**src/rtl/ssemi_adc_output_buffer_pkg.sv**
```systemverilog
// Shared widths, the transfer-decision bundle and the saturating drop-counter helper
// for the ADC output buffer.
package ssemi_adc_output_buffer_pkg;

   localparam int SSEMI_OUTPUT_DATA_WIDTH     = 24;
   localparam int SSEMI_OUTBUF_DEPTH          = 16;
   localparam int SSEMI_OUTBUF_OUT_WIDTH      = 32;
   localparam int SSEMI_OUTBUF_DROP_CNT_WIDTH = 16;
   localparam int SEQ_TAG_W                   = 8;

   typedef logic [SSEMI_OUTBUF_DROP_CNT_WIDTH-1:0] drop_cnt_t;

   // Per-cycle decisions taken from the registered level and the current inputs.
   typedef struct packed {
      logic wr;
      logic rd;
      logic accept;
      logic drop;
   } xfer_t;

   function automatic drop_cnt_t sat_inc(input drop_cnt_t v);
      return (v == {SSEMI_OUTBUF_DROP_CNT_WIDTH{1'b1}}) ? v
             : v + {{(SSEMI_OUTBUF_DROP_CNT_WIDTH-1){1'b0}}, 1'b1};
   endfunction

endpackage

```
**src/rtl/ssemi_adc_output_buffer_if.sv**
```systemverilog
// Sample-in / word-out handshake bundle of the ADC output buffer. The buffer is the
// slave; the decimator and host side together form the master.
interface ssemi_adc_output_buffer_if
   import ssemi_adc_output_buffer_pkg::*;
#(
   parameter int DATA_WIDTH = SSEMI_OUTPUT_DATA_WIDTH,
   parameter int OUT_WIDTH  = SSEMI_OUTBUF_OUT_WIDTH
);
   logic [DATA_WIDTH-1:0] i_data;
   logic                  i_valid;
   logic [OUT_WIDTH-1:0]  o_data;
   logic                  o_valid;
   logic                  i_ready;

   modport slave  (input  i_data, i_valid, i_ready, output o_data, o_valid);
   modport master (output i_data, i_valid, i_ready, input  o_data, o_valid);
endinterface

```
**src/rtl/ssemi_outbuf_mem.sv**
```systemverilog
// Flop-array storage for the output buffer: one write port, one asynchronous read
// port, no reset on the data.
module ssemi_outbuf_mem #(
   parameter int  DEPTH  = 16,
   parameter int  WIDTH  = 24,
   localparam int ADDR_W = $clog2(DEPTH)
) (
   input  logic              i_clk,
   input  logic              i_we,
   input  logic [ADDR_W-1:0] i_waddr,
   input  logic [WIDTH-1:0]  i_wdata,
   input  logic [ADDR_W-1:0] i_raddr,
   output logic [WIDTH-1:0]  o_rdata
);
   logic [WIDTH-1:0] mem_q [DEPTH];

   // Store the incoming entry at the write address.
   always_ff @(posedge i_clk) begin
      if (i_we) begin
         mem_q[i_waddr] <= i_wdata;
      end
   end

   assign o_rdata = mem_q[i_raddr];
endmodule

```
**src/rtl/ssemi_adc_output_buffer.sv**
```systemverilog
// Burst-absorbing FIFO between the ADC decimator and the host bus, with level,
// watermark, overflow and drop-count reporting. Option: SSEMI_OUTBUF_SEQ_TAG_EN.
module ssemi_adc_output_buffer
   import ssemi_adc_output_buffer_pkg::*;
#(
   parameter int  DATA_WIDTH = SSEMI_OUTPUT_DATA_WIDTH,
   parameter int  OUT_WIDTH  = SSEMI_OUTBUF_OUT_WIDTH,
   parameter int  DEPTH      = SSEMI_OUTBUF_DEPTH,
   localparam int ADDR_W     = $clog2(DEPTH)
) (
   input  logic                   i_clk,
   input  logic                   i_rst_n,
   input  logic                   i_enable,
   input  logic                   i_flush,
   ssemi_adc_output_buffer_if.slave bus,
   input  logic [ADDR_W:0]        i_watermark,
   input  logic                   i_clear_error,
   output logic [ADDR_W:0]        o_level,
   output logic                   o_full,
   output logic                   o_empty,
   output logic                   o_watermark,
   output logic                   o_overflow,
   output drop_cnt_t              o_drop_count
);
`ifdef SSEMI_OUTBUF_SEQ_TAG_EN
   localparam int ENTRY_W = SEQ_TAG_W + DATA_WIDTH;
`else
   localparam int ENTRY_W = DATA_WIDTH;
`endif
   localparam logic [ADDR_W:0] DEPTH_L = (ADDR_W+1)'(DEPTH);

   logic [ADDR_W-1:0] wr_ptr_q, wr_ptr_d;
   logic [ADDR_W-1:0] rd_ptr_q, rd_ptr_d;
   logic [ADDR_W:0]   level_q, level_d;
   logic              overflow_q, overflow_d;
   drop_cnt_t         drop_cnt_q, drop_cnt_d;
   xfer_t             xfer_s;
   logic              full_s, empty_s;
   logic [ENTRY_W-1:0] wdata_s, rdata_s;
   logic [OUT_WIDTH-1:0] word_s;

`ifdef SSEMI_OUTBUF_SEQ_TAG_EN
   logic [SEQ_TAG_W-1:0] seq_q, seq_d;
   assign wdata_s = {seq_q, bus.i_data};
   // The tag already fills the upper bits, so the word is zero-extended.
   assign word_s  = OUT_WIDTH'(rdata_s);
`else
   assign wdata_s = bus.i_data;
   assign word_s  = OUT_WIDTH'($signed(rdata_s));
`endif

   // Transfer decisions: a full buffer only accepts a write when a read frees a slot.
   always_comb begin
      full_s        = (level_q == DEPTH_L);
      empty_s       = (level_q == {(ADDR_W+1){1'b0}});
      xfer_s.wr     = bus.i_valid & i_enable & ~i_flush;
      xfer_s.rd     = ~empty_s & bus.i_ready & ~i_flush;
      xfer_s.accept = xfer_s.wr & (~full_s | xfer_s.rd);
      xfer_s.drop   = xfer_s.wr & full_s & ~xfer_s.rd;
   end

   // Next pointers, level and error state.
   always_comb begin
      wr_ptr_d   = wr_ptr_q;
      rd_ptr_d   = rd_ptr_q;
      level_d    = level_q;
      overflow_d = overflow_q;
      drop_cnt_d = drop_cnt_q;
      if (i_flush) begin
         wr_ptr_d = {ADDR_W{1'b0}};
         rd_ptr_d = {ADDR_W{1'b0}};
         level_d  = {(ADDR_W+1){1'b0}};
      end else begin
         wr_ptr_d = xfer_s.accept ? wr_ptr_q + {{(ADDR_W-1){1'b0}}, 1'b1} : wr_ptr_q;
         rd_ptr_d = xfer_s.rd     ? rd_ptr_q + {{(ADDR_W-1){1'b0}}, 1'b1} : rd_ptr_q;
         level_d  = level_q + {{ADDR_W{1'b0}}, xfer_s.accept}
                            - {{ADDR_W{1'b0}}, xfer_s.rd};
      end
      // A drop in the same cycle as a clear restarts the count at one.
      if (xfer_s.drop) begin
         overflow_d = 1'b1;
         drop_cnt_d = i_clear_error ? {{(SSEMI_OUTBUF_DROP_CNT_WIDTH-1){1'b0}}, 1'b1}
                                    : sat_inc(drop_cnt_q);
      end else if (i_clear_error) begin
         overflow_d = 1'b0;
         drop_cnt_d = {SSEMI_OUTBUF_DROP_CNT_WIDTH{1'b0}};
      end else begin
         overflow_d = overflow_q;
         drop_cnt_d = drop_cnt_q;
      end
   end

`ifdef SSEMI_OUTBUF_SEQ_TAG_EN
   // Dropped samples advance the tag too, so the consumer sees the gap.
   always_comb begin
      if (xfer_s.accept | xfer_s.drop) begin
         seq_d = seq_q + {{(SEQ_TAG_W-1){1'b0}}, 1'b1};
      end else begin
         seq_d = seq_q;
      end
   end

   // Sequence tag register; flush leaves it running.
   always_ff @(posedge i_clk) begin
      if (!i_rst_n) begin
         seq_q <= {SEQ_TAG_W{1'b0}};
      end else begin
         seq_q <= seq_d;
      end
   end
`endif

   // State registers with synchronous active-low reset.
   always_ff @(posedge i_clk) begin
      if (!i_rst_n) begin
         wr_ptr_q   <= {ADDR_W{1'b0}};
         rd_ptr_q   <= {ADDR_W{1'b0}};
         level_q    <= {(ADDR_W+1){1'b0}};
         overflow_q <= 1'b0;
         drop_cnt_q <= {SSEMI_OUTBUF_DROP_CNT_WIDTH{1'b0}};
      end else begin
         wr_ptr_q   <= wr_ptr_d;
         rd_ptr_q   <= rd_ptr_d;
         level_q    <= level_d;
         overflow_q <= overflow_d;
         drop_cnt_q <= drop_cnt_d;
      end
   end

   ssemi_outbuf_mem #(
      .DEPTH (DEPTH),
      .WIDTH (ENTRY_W)
   ) u_mem (
      .i_clk   (i_clk),
      .i_we    (xfer_s.accept),
      .i_waddr (wr_ptr_q),
      .i_wdata (wdata_s),
      .i_raddr (rd_ptr_q),
      .o_rdata (rdata_s)
   );

   // Unwritten storage is masked so the word reads zero while nothing is buffered.
   assign bus.o_valid  = ~empty_s;
   assign bus.o_data   = empty_s ? {OUT_WIDTH{1'b0}} : word_s;
   assign o_level      = level_q;
   assign o_full       = full_s;
   assign o_empty      = empty_s;
   assign o_watermark  = (i_watermark != {(ADDR_W+1){1'b0}}) & (level_q >= i_watermark);
   assign o_overflow   = overflow_q;
   assign o_drop_count = drop_cnt_q;
endmodule
```
**src/flat_wrapper.sv**
```systemverilog
// flat-port wrapper written by rule: the top's interface ports become plain ports
module ssemi_adc_output_buffer_flat import ssemi_adc_output_buffer_pkg::*;
#(
   parameter int  DATA_WIDTH = SSEMI_OUTPUT_DATA_WIDTH,
   parameter int  OUT_WIDTH  = SSEMI_OUTBUF_OUT_WIDTH,
   parameter int  DEPTH      = SSEMI_OUTBUF_DEPTH,
   localparam int ADDR_W     = $clog2(DEPTH)
)
  (i_clk, i_rst_n, i_enable, i_flush, i_watermark, i_clear_error, o_level, o_full, o_empty, o_watermark, o_overflow, o_drop_count, bus_i_data, bus_i_valid, bus_i_ready, bus_o_data, bus_o_valid);
  ssemi_adc_output_buffer_if #(.DATA_WIDTH(DATA_WIDTH), .OUT_WIDTH(OUT_WIDTH)) bus_i ();
  input  logic i_clk;
  input  logic i_rst_n;
  input  logic i_enable;
  input  logic i_flush;
  input  logic [ADDR_W:0] i_watermark;
  input  logic i_clear_error;
  output logic [ADDR_W:0] o_level;
  output logic o_full;
  output logic o_empty;
  output logic o_watermark;
  output logic o_overflow;
  output drop_cnt_t o_drop_count;
  input wire logic [$bits(bus_i.i_data)-1:0] bus_i_data;
  input wire logic [$bits(bus_i.i_valid)-1:0] bus_i_valid;
  input wire logic [$bits(bus_i.i_ready)-1:0] bus_i_ready;
  output wire logic [$bits(bus_i.o_data)-1:0] bus_o_data;
  output wire logic [$bits(bus_i.o_valid)-1:0] bus_o_valid;
  assign bus_i.i_data = bus_i_data;
  assign bus_i.i_valid = bus_i_valid;
  assign bus_i.i_ready = bus_i_ready;
  assign bus_o_data = bus_i.o_data;
  assign bus_o_valid = bus_i.o_valid;
  ssemi_adc_output_buffer #(.DATA_WIDTH(DATA_WIDTH), .OUT_WIDTH(OUT_WIDTH), .DEPTH(DEPTH)) u_core (.i_clk(i_clk), .i_rst_n(i_rst_n), .i_enable(i_enable), .i_flush(i_flush), .bus(bus_i), .i_watermark(i_watermark), .i_clear_error(i_clear_error), .o_level(o_level), .o_full(o_full), .o_empty(o_empty), .o_watermark(o_watermark), .o_overflow(o_overflow), .o_drop_count(o_drop_count));
endmodule
```
**config.mk**
```make
export PLATFORM = sky130hd
export DESIGN_NAME = ssemi_adc_output_buffer_flat
export DESIGN_NICKNAME = d
export VERILOG_FILES = /design/src/rtl/ssemi_adc_output_buffer_pkg.sv /design/src/rtl/ssemi_adc_output_buffer_if.sv /design/src/rtl/ssemi_outbuf_mem.sv /design/src/rtl/ssemi_adc_output_buffer.sv /design/src/flat_wrapper.sv
export SDC_FILE = /design/constraint.sdc
export NUM_CORES = 1
export LEC_CHECK = 0
export ABC_CLOCK_PERIOD_IN_PS = 4550
export CAP_MARGIN = 20
export CORE_ASPECT_RATIO = 0.8
export CORE_MARGIN = 1.5
export CORE_UTILIZATION = 54
export CTS_CLUSTER_DIAMETER = 50
export DETAILED_ROUTE_END_ITERATION = 8
export GPL_ROUTABILITY_DRIVEN = 0
export PLACE_DENSITY_LB_ADDON = 0.05
export REMOVE_ABC_BUFFERS = 1
export SLEW_MARGIN = 20
export SYNTH_ARGS = -nofsm -noshare
export SYNTH_HDL_FRONTEND = slang
export SYNTH_SLANG_ARGS = --single-unit
```
**constraint.sdc**
```tcl
create_clock -name i_clk -period 4.55 [get_ports i_clk]
set_input_delay 1.365 -clock i_clk [delete_from_list [all_inputs] [get_ports i_clk]]
set_output_delay 1.365 -clock i_clk [all_outputs]
set_load 0.05 [all_outputs]
```
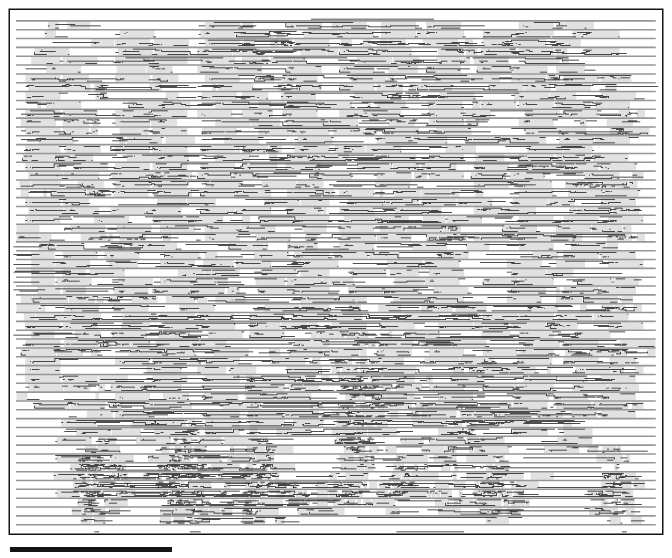
**Above:** M1 wires.
Bar = 50 um. Supply wires on this layer in grey. Cells faint in the background.
The layer carries 15,800 um of wire. The wires run mostly horizontal. The longest straight run is 57.0 um. 988 nets have wire on it.
DRT Wirelength: 36.3 mm
met1 GRT Util: 0.320

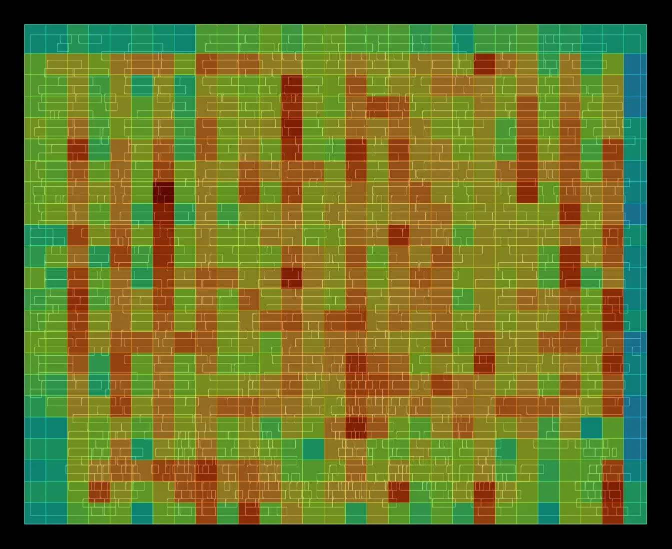
**Above:** track usage over the die.
fin util: 0.649
met2 Track Usage GR: 0.382
Most Used Layer, Global Route: met2
gr usage total: 0.228

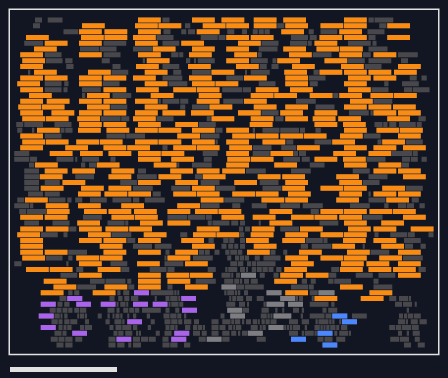
**Above:** sequential cells grouped by signal name.
Bar = 50 um.
u_core.u_mem.mem_q: shown in orange, placed flops 384, where all over the die. u_core.o_level: shown in blue, placed flops 5, where lower right. u_core.o_drop_count: shown in purple, placed flops 16.
Another 13 sequential cells are not coloured.
Flop area: 0.0122 mm^2
sequential cell area share: 0.617
sequential power: 4220 uW

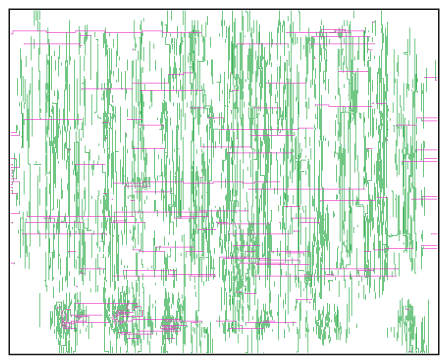
**Above:** signal wires by layer.
Two of the layers only.
metal 3: shown in magenta, wire length 2,090 um. metal 2: shown in green, wire length 17,700 um.
via count: 8,661
WL/cell: 25.6 um

==> results.txt <==
impl run done, here's what came out: pin count of the biggest net entering global routing=36, Hold Slack=500 ps, Ports=94, combinational power=856 uW, share of layout cells above drive strength 1=0.248, PwrDens=424 mW/mm^2, Reg power frac=0.502, Pre-Repair DR Iteration Count=5, library cells used by synthesis=61, Post-synth EDFFs=384, synth top area cells=edfxtp_1, mux4_2, mux4_1, maximum vdd drop=0.000360 V, chip width=201 um, Seq cells=418, DIE HEIGHT=161 um, core area=0.0305 mm^2, worst slack at placement=282 ps, run status=complete, no violations, inverters=21, Worst R2R Path Depth=14, FA/HA/MAJ Cells, Area Fraction=0.0138, CP max stage delay=600 ps, top cell category=registers, Log Warnings=29, Crit path max-delay family=buffers and inverters, Crit path required time=3180 ps, hold path endpoint=u_core.o_overflow$_SDFFE_PN0P_, Final Skew=23.8 ps, Worst setup SP type=flop, Largest logic family=multiplexers, clk sink count=418, synthesized netlist cell count=852, MUX area fraction=0.153, CTS root buf=clkbuf_16, most used flip-flop cell=edfxtp_1, worst hold path class=flop to flop, RSZ-0062 raised after global routing=false, Area leader share=0.683, clock share of power=0.396, most instantiated logic cells after routing=edfxtp_1, mux4_2, clkdlybuf4s50_1, Latency at later pin=540 ps, hold_sp=u_core.o_overflow$_SDFFE_PN0P_, Inserted Diodes=0, Worst path slowest cell=dfxtp_2, area reported by Yosys stat=0.0169 mm^2, Lkg Pwr=0.00632 uW, buffering overhead=0.0696, Worst Tran Pin Value=791 ps, FP Util=0.553, clk pwr=3320 uW, setup violators final=0, via-per-instance ratio=6.11, Die Area=0.0323 mm^2, Hold Buf Count CTS=0, number of cells in Yosys stat=852, FMAX=227 MHz, critical path capture point=bus_o_data[30], Clock Path Buffers=3, Crit path top cell by count=buf_12, antenna violations before repair=0, Commonest Layout Cell=edfxtp_1, switch share=0.229, internal power=6480 uW, n_taps=413, max_slew headroom=0.468, Psw=1920 uW, Synth flops=418, Post-Syn Area per Cell=19.8 um^2, area leader, netlist=edfxtp_1, clock transition at the registers of the reported paths=60 ps, grt ovf=0, final hold vios=0
[sequential cells by signal (all words and copies together) (netlist names), named ones only]
signal               count
u_core.o_drop_count     16
u_core.o_overflow        1
u_core.o_level           5
u_core.rd_ptr_q          4
u_core.u_mem.mem_q     384
u_core.wr_ptr_q          4
[metrics by stage]
step,instance area (um^2),TNS (ps),util,cells,total power [uW]
2_1_floorplan,16500,-57510,-,799,4780
3_3_place_gp,18500,0,0.606,1344,5140
3_5_place_dp,18500,0,0.606,1344,5160
4_1_cts,19800,0,0.649,1418,8460
5_1_grt,19800,0,0.649,1418,8650
6_report,19800,0,0.649,1418,8400
[routing by layer]
metal,up-vias,track usage,part of all wire
met5,-,0,0
met4,0,0.0578,0.019
met3,58,0.0343,0.058
met2,320,0.382,0.49
met1,4516,0.320,0.43
li1,3767,-,-
No activity file was given, so power comes from the tool's default toggle rates.
